==> config.mk <==
export PLATFORM = sky130hd
export DESIGN_NAME = hier_icache_flush_seq
export DESIGN_NICKNAME = d
export VERILOG_FILES = /design/src/rtl/hier_icache_flush_seq.sv
export SDC_FILE = /design/constraint.sdc
export NUM_CORES = 1
export LEC_CHECK = 0
export CORE_MARGIN = 4
export CORE_UTILIZATION = 43
export CTS_CLUSTER_DIAMETER = 120
export DETAILED_ROUTE_END_ITERATION = 16
export PLACE_DENSITY_LB_ADDON = 0.25
export SYNTH_ARGS = -nofsm -noshare
export SYNTH_HDL_FRONTEND = slang
export SYNTH_SLANG_ARGS = --single-unit
==> constraint.sdc <==
create_clock -name clk_i -period 2.7 [get_ports clk_i]
set_clock_uncertainty 0.2 [all_clocks]
set_input_delay 0.27 -clock clk_i [delete_from_list [all_inputs] [get_ports clk_i]]
set_output_delay 0.27 -clock clk_i [all_outputs]
set_load 0.01 [all_outputs]
==> src/rtl/hier_icache_flush_seq.sv <==
// Hierarchical instruction-cache flush sequencer.
// Flushes the shared L2 banks first, then the selected private L1 caches,
// with either full or single-address (selective) flush requests.
module hier_icache_flush_seq #(
  parameter int NB_CACHE_BANKS = 4,
  parameter int NB_CORES       = 9
) (
  input  logic                      clk_i,
  input  logic                      rst_i,
  input  logic                      cmd_valid_i,
  output logic                      cmd_ready_o,
  input  logic                      cmd_sel_i,
  input  logic [31:0]               cmd_addr_i,
  input  logic [NB_CORES-1:0]       cmd_core_mask_i,
  input  logic                      cmd_l2_en_i,
  output logic [NB_CACHE_BANKS-1:0] l2_flush_req_o,
  output logic [NB_CACHE_BANKS-1:0] l2_sel_flush_req_o,
  input  logic [NB_CACHE_BANKS-1:0] l2_ack_i,
  output logic [NB_CORES-1:0]       l1_flush_req_o,
  output logic [NB_CORES-1:0]       l1_sel_flush_req_o,
  input  logic [NB_CORES-1:0]       l1_ack_i,
  output logic [31:0]               sel_flush_addr_o,
  output logic                      busy_o,
  output logic                      done_o,
  output logic [15:0]               last_cycles_o
);

  typedef enum logic [1:0] {
    IDLE = 2'd0,
    L2   = 2'd1,
    L1   = 2'd2,
    DONE = 2'd3
  } state_t;

  state_t                    state;
  logic                      sel_q;
  logic [31:0]               addr_q;
  logic [NB_CORES-1:0]       mask_q;
  logic [NB_CACHE_BANKS-1:0] l2_pending;
  logic [NB_CORES-1:0]       l1_pending;
  logic [15:0]               count;
  logic [15:0]               last_cycles;

  logic [NB_CACHE_BANKS-1:0] l2_next;
  logic [NB_CORES-1:0]       l1_next;
  logic [15:0]               count_inc;

  // Pending bits are only ever nonzero in their own phase, so an ack on a
  // bit whose request is low simply has nothing to clear.
  always_comb begin
    l2_next   = l2_pending & ~l2_ack_i;
    l1_next   = l1_pending & ~l1_ack_i;
    count_inc = (count == 16'hFFFF) ? count : count + 16'd1;
  end

  // Sequencer: command latch, L2 then L1 phase, completion bookkeeping.
  always_ff @(posedge clk_i or posedge rst_i) begin
    if (rst_i) begin
      state       <= IDLE;
      sel_q       <= 1'b0;
      addr_q      <= '0;
      mask_q      <= '0;
      l2_pending  <= '0;
      l1_pending  <= '0;
      count       <= '0;
      last_cycles <= '0;
    end else begin
      case (state)
        IDLE: begin
          if (cmd_valid_i) begin
            sel_q  <= cmd_sel_i;
            addr_q <= cmd_addr_i;
            mask_q <= cmd_core_mask_i;
            count  <= '0;
            if (cmd_l2_en_i) begin
              state      <= L2;
              l2_pending <= '1;
            end else if (cmd_core_mask_i != '0) begin
              state      <= L1;
              l1_pending <= cmd_core_mask_i;
            end else begin
              state <= DONE;
            end
          end
        end
        L2: begin
          count      <= count_inc;
          l2_pending <= l2_next;
          if (l2_next == '0) begin
            if (mask_q != '0) begin
              state      <= L1;
              l1_pending <= mask_q;
            end else begin
              state <= DONE;
            end
          end
        end
        L1: begin
          count      <= count_inc;
          l1_pending <= l1_next;
          if (l1_next == '0) begin
            state <= DONE;
          end
        end
        DONE: begin
          count       <= count_inc;
          last_cycles <= count_inc;
          state       <= IDLE;
        end
        default: state <= IDLE;
      endcase
    end
  end

  // Outputs are pure functions of registered state; the unselected request
  // type is forced low.
  always_comb begin
    cmd_ready_o        = (state == IDLE);
    busy_o             = (state != IDLE);
    done_o             = (state == DONE);
    l2_flush_req_o     = sel_q ? '0 : l2_pending;
    l2_sel_flush_req_o = sel_q ? l2_pending : '0;
    l1_flush_req_o     = sel_q ? '0 : l1_pending;
    l1_sel_flush_req_o = sel_q ? l1_pending : '0;
    sel_flush_addr_o   = addr_q;
    last_cycles_o      = last_cycles;
  end

endmodule

Run 1, metal 1:
Scale bar: 20 um. Supply wires on this layer in gray.
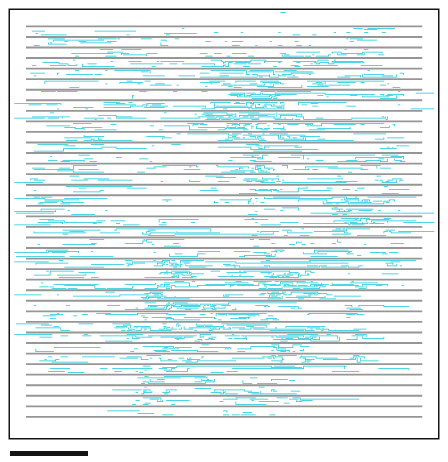
share of all routed wire: 43%
longest straight run: 31.7 um
wire length on this layer: 4,790 um
via count: 3,675
drt total wl: 11,240 um
grt met1 use: 25.13%

Run 1, metal 2:
Cells faint in the background.
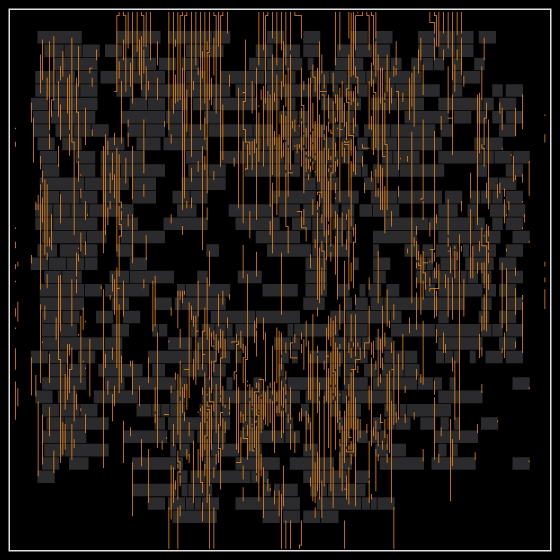
longest straight run: 41.8 um
share of all routed wire: 48%
wire length on this layer: 5,360 um

==> results.json, run 1 <==
{
  "status": "complete, no violations",
  "htree_num_levels": 3,
  "fa_ha_area_share_pct": 1.668,
  "die_area_um2": 12170,
  "hold_buffers": 0,
  "fmax_mhz": 421.6,
  "pg_comb_w": 0.00376,
  "globalRoute.totalOverflow": 0,
  "cp_data_required_time_ns": 2.74,
  "peakVddDrop_v": 0.0005309,
  "ff_type": "dfrtp_1",
  "simple_gate_share_pct": 15.62,
  "fin_crit_sh_pct": 87.84,
  "port_buffers": 135,
  "comb_area_um2": 2121,
  "buffers": 150,
  "grt_pass1_wl_um": 17770,
  "fill_cells": 882,
  "syn_to_final_growth_pct": 38.84,
  "reg2reg_depth": 6,
  "crit_type": "reg -> reg",
  "clockRootBuffer": "clkbuf_8",
  "power.share.clock_pct": 13.3,
  "crit_end": "last_cycles_o[0]",
  "yosys_area_um2": 4501,
  "holdWs_ns": 0.1161,
  "relSlewSlack_pct": 49.67,
  "lay_top_count": "clkdlybuf4s50_1",
  "synth.most_common_cell": "dfrtp_1",
  "top_cells_by_count": "89 x dfrtp_1, 44 x mux2_2, 32 x a21oi_1, 32 x nor2_1, 26 x nor2b_1",
  "antenna_found_initial": 0,
  "final_cell_mix": "135 x clkdlybuf4s50_1, 89 x dfrtp_1, 44 x mux2_2",
  "final_nets": 615,
  "clkTransAtPathRegs_ns": 0.09,
  "nClkBuffers": 10,
  "post_cts_buffers": 0,
  "tightest_slew_ns": 0.7550,
  "fp_util_pct": 43.79,
  "critPathLaunchType": "flop",
  "hp-class": "in -> async",
  "r2r_slack_ns": 0.33,
  "power_density_nw_per_um2": 1129,
  "cellLeakagePower_nw": 2.558,
  "highest_layer": "met4",
  "p_switching_w": 0.002508,
  "met2_length_um": 5362,
  "inv_count": 9,
  "row_count": 37,
  "power.group.top": "combinational logic",
  "fp.dieW_um": 110.3,
  "cp.arrival_ns": 2.41,
  "final_antenna_net_count": 0,
  "dp_slack_ns": 0.06868,
  "largest_register_ffs": 32,
  "powerSeq_w": 0.00236,
  "rsz0062_at_grt": "false",
  "layout.area.seq_um2": 2227,
  "pg_clk_w": 0.000935,
  "grt_use_met2_pct": 29.51,
  "wl_per_cell_um": 16.26,
  "cts_tree": "yes",
  "clk_latency_ns": 0.35,
  "reg2reg_to": "last_cycles_o[0]",
  "edf_count": 0,
  "clk_share_pct": 3.264,
  "hpwl_um": 8248,
  "coreArea_um2": 10280,
  "place_area_um2": 6045,
  "clockBufferDepth": 2,
  "maxCapViolations": 0,
  "final_cell_area_um2": 6248,
  "place.gp.congestion": 0.8868,
  "setup_violations": 0,
  "slowest_delay_ns": 0.51,
  "final_core_util_pct": 60.80,
  "switching_share_pct": 35.55,
  "end_kind": "flop",
  "ys_async_sr_fraction_pct": 100.0,
  "xor_share_pct": 2.335,
  "setup_slack_ns": 0.3283,
  "synth-seq-cells": 89
}
Run 1, the metal 3 layer:
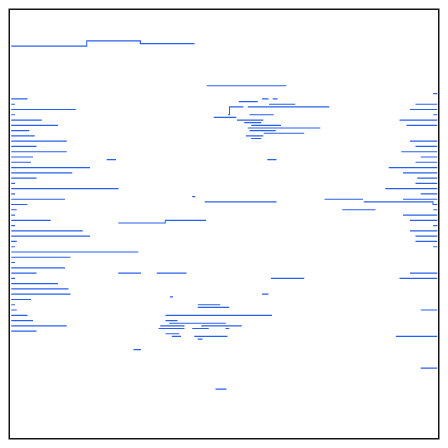
main direction: horizontal
share of all routed wire: 8.5%
longest straight run: 32.4 um
wire length on this layer: 956 um
nets with wire on the layer: 112
grt met3 use: 4.659%

Run 1, metal 4:
Supply wires on this layer in gray.
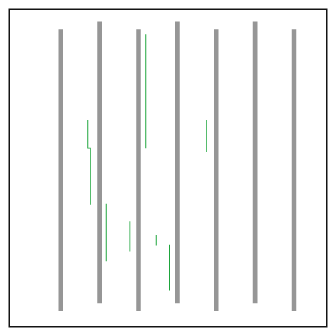

==> inputs of run 2 (changes only) <==
--- a/config.mk
+++ b/config.mk
@@ -6,10 +6,11 @@
 export NUM_CORES = 1
 export LEC_CHECK = 0
 export CORE_MARGIN = 4
-export CORE_UTILIZATION = 43
+export CORE_UTILIZATION = 47
 export CTS_CLUSTER_DIAMETER = 120
 export DETAILED_ROUTE_END_ITERATION = 16
 export PLACE_DENSITY_LB_ADDON = 0.25
+export REMOVE_ABC_BUFFERS = 1
 export SYNTH_ARGS = -nofsm -noshare
 export SYNTH_HDL_FRONTEND = slang
 export SYNTH_SLANG_ARGS = --single-unit
==> constraint.sdc (replaced) <==
create_clock -name clk_i -period 2.42 [get_ports clk_i]
set_clock_uncertainty 0.2 [all_clocks]
set_input_delay 0.242 -clock clk_i [delete_from_list [all_inputs] [get_ports clk_i]]
set_output_delay 0.242 -clock clk_i [all_outputs]
set_load 0.01 [all_outputs]
Run 2, metal 4:
Supply wires on this layer in gray.
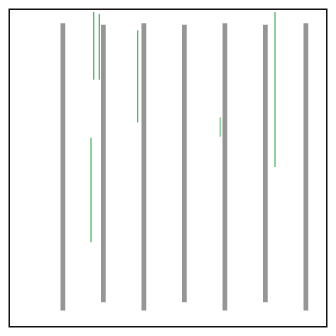
main direction: vertical
nets with wire on the layer: 6
wire length on this layer: 167 um
longest straight run: 51.7 um
share of all routed wire: 1.5%

Run 2, routing congestion map:
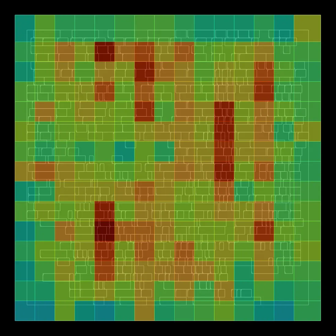
final core utilization: 68.87%
met2 GRT Util: 32.70%
routed length per instance: 15.99 um
grt met3 use: 5.328%

Run 2, the metal 3 layer:
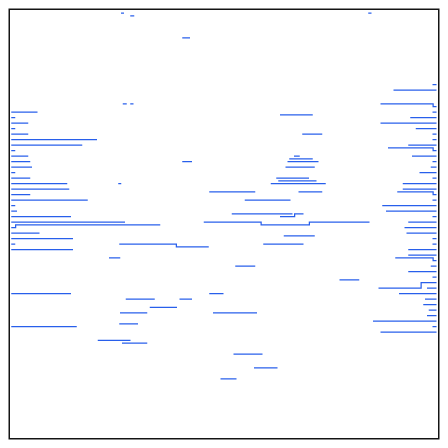
longest straight run: 35.7 um
main direction: horizontal
nets with wire on the layer: 100
share of all routed wire: 7.2%
wire length on this layer: 811 um

==> results.json, run 2 <==
{
  "status": "complete, no violations",
  "fa_ha_area_share_pct": 1.668,
  "place_area_um2": 6153,
  "maxCapViolations": 0,
  "fp.dieW_um": 105.9,
  "final_cell_mix": "135 x clkdlybuf4s50_1, 88 x dfrtp_1, 44 x mux2_2",
  "setup_slack_ns": 0.1407,
  "syn_to_final_growth_pct": 42.06,
  "clockRootBuffer": "clkbuf_8",
  "switching_share_pct": 35.45,
  "cellLeakagePower_nw": 2.655,
  "powerSeq_w": 0.00259,
  "cts_tree": "yes",
  "synth.most_common_cell": "dfrtp_1",
  "vias": 3705,
  "coreArea_um2": 9284,
  "met2_length_um": 5350,
  "ys_async_sr_fraction_pct": 100.0,
  "power_density_nw_per_um2": 1248,
  "inv_count": 9,
  "fp_util_pct": 48.48,
  "highest_layer": "met4",
  "fin_crit_sh_pct": 94.19,
  "simple_gate_share_pct": 15.62,
  "row_count": 35,
  "die_area_um2": 11210,
  "pg_comb_w": 0.00433,
  "yosys_area_um2": 4501,
  "ff_type": "dfrtp_1",
  "edf_count": 0,
  "final_nets": 634,
  "setup_violations": 0,
  "comb_area_um2": 2127,
  "layout.area.seq_um2": 2228,
  "reg2reg_depth": 7,
  "end_kind": "flop",
  "pg_clk_w": 0.00106,
  "grt_pass1_wl_um": 18600,
  "final_cell_area_um2": 6394,
  "rsz0062_at_grt": "false",
  "reg2reg_to": "l1_pending[3]"
}
Run 2, metal 2:
Cells faint in the background.
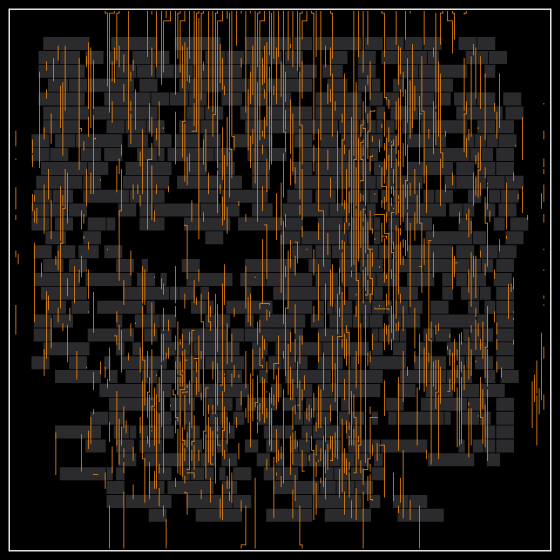

==> inputs of run 3 (changes only) <==
--- a/config.mk
+++ b/config.mk
@@ -6,9 +6,10 @@
 export NUM_CORES = 1
 export LEC_CHECK = 0
 export CORE_MARGIN = 4
-export CORE_UTILIZATION = 47
+export CORE_UTILIZATION = 55
 export CTS_CLUSTER_DIAMETER = 120
 export DETAILED_ROUTE_END_ITERATION = 16
+export DONT_BUFFER_PORTS = 1
 export PLACE_DENSITY_LB_ADDON = 0.25
 export REMOVE_ABC_BUFFERS = 1
 export SYNTH_ARGS = -nofsm -noshare
Run 3, metal 2:
Cells faint in the background.
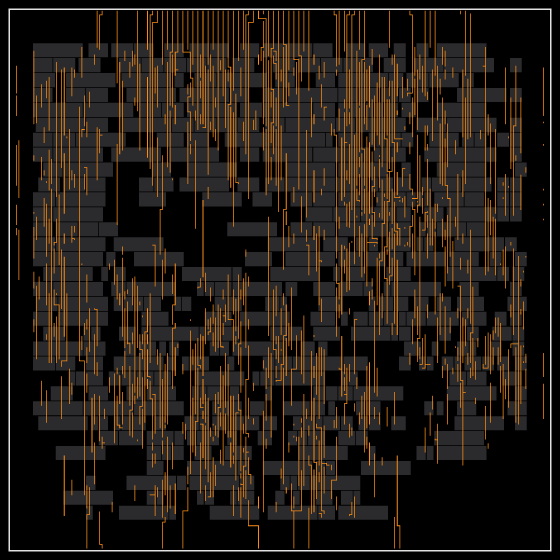
via count: 3,408
met2 GRT Util: 36.45%
drt total wl: 10,650 um

Run 3, the metal 3 layer:
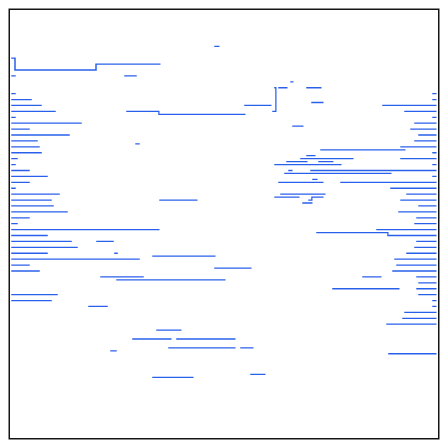
grt met3 use: 5.803%

Run 3, routing congestion map:
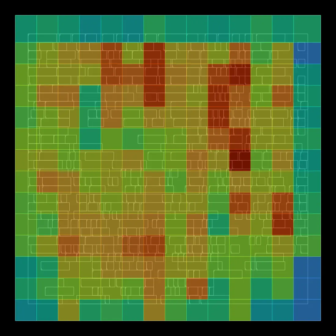
global-route layer with the greatest usage: met2
GRT Util Overall: 22.15%

==> results.json, run 3 <==
{
  "xor_share_pct": 2.335,
  "cellLeakagePower_nw": 2.268,
  "final_antenna_net_count": 0,
  "final_cell_mix": "89 x dfrtp_1, 52 x dlygate4sd3_1, 44 x mux2_2",
  "pg_comb_w": 0.00288,
  "fin_crit_sh_pct": 94.69,
  "ys_async_sr_fraction_pct": 100.0,
  "cts_tree": "yes",
  "switching_share_pct": 40.06,
  "row_count": 32,
  "coreArea_um2": 7848,
  "hold_depth": 3,
  "comb_area_um2": 2131,
  "hold_viol_final": 0,
  "simple_gate_share_pct": 15.62,
  "end_kind": "flop",
  "pg_clk_w": 0.000933,
  "fp_util_pct": 57.35,
  "power_density_nw_per_um2": 1237,
  "setup_violations": 0,
  "final_nets": 538,
  "rsz0062_at_grt": "false",
  "final_core_util_pct": 68.99,
  "met2_length_um": 5241,
  "setup_slack_ns": 0.1286,
  "cts_buffers": 9,
  "clockRootBuffer": "clkbuf_8",
  "powerSeq_w": 0.00288,
  "yosys_area_um2": 4501,
  "drtIter0Drc": 164,
  "power.group.top": "sequential cells",
  "wl_per_cell_um": 18.36,
  "fp.dieW_um": 98.46,
  "synth-seq-cells": 89,
  "highest_layer": "met4",
  "grt_pass1_wl_um": 17360,
  "place_area_um2": 4706,
  "edf_count": 0,
  "maxCapViolations": 0,
  "seqPwrFrac_pct": 43.0,
  "final_cell_area_um2": 5414,
  "fmax_mhz": 436.4,
  "status": "complete, no violations",
  "inv_count": 9,
  "synth.most_common_cell": "dfrtp_1",
  "die_area_um2": 9694
}
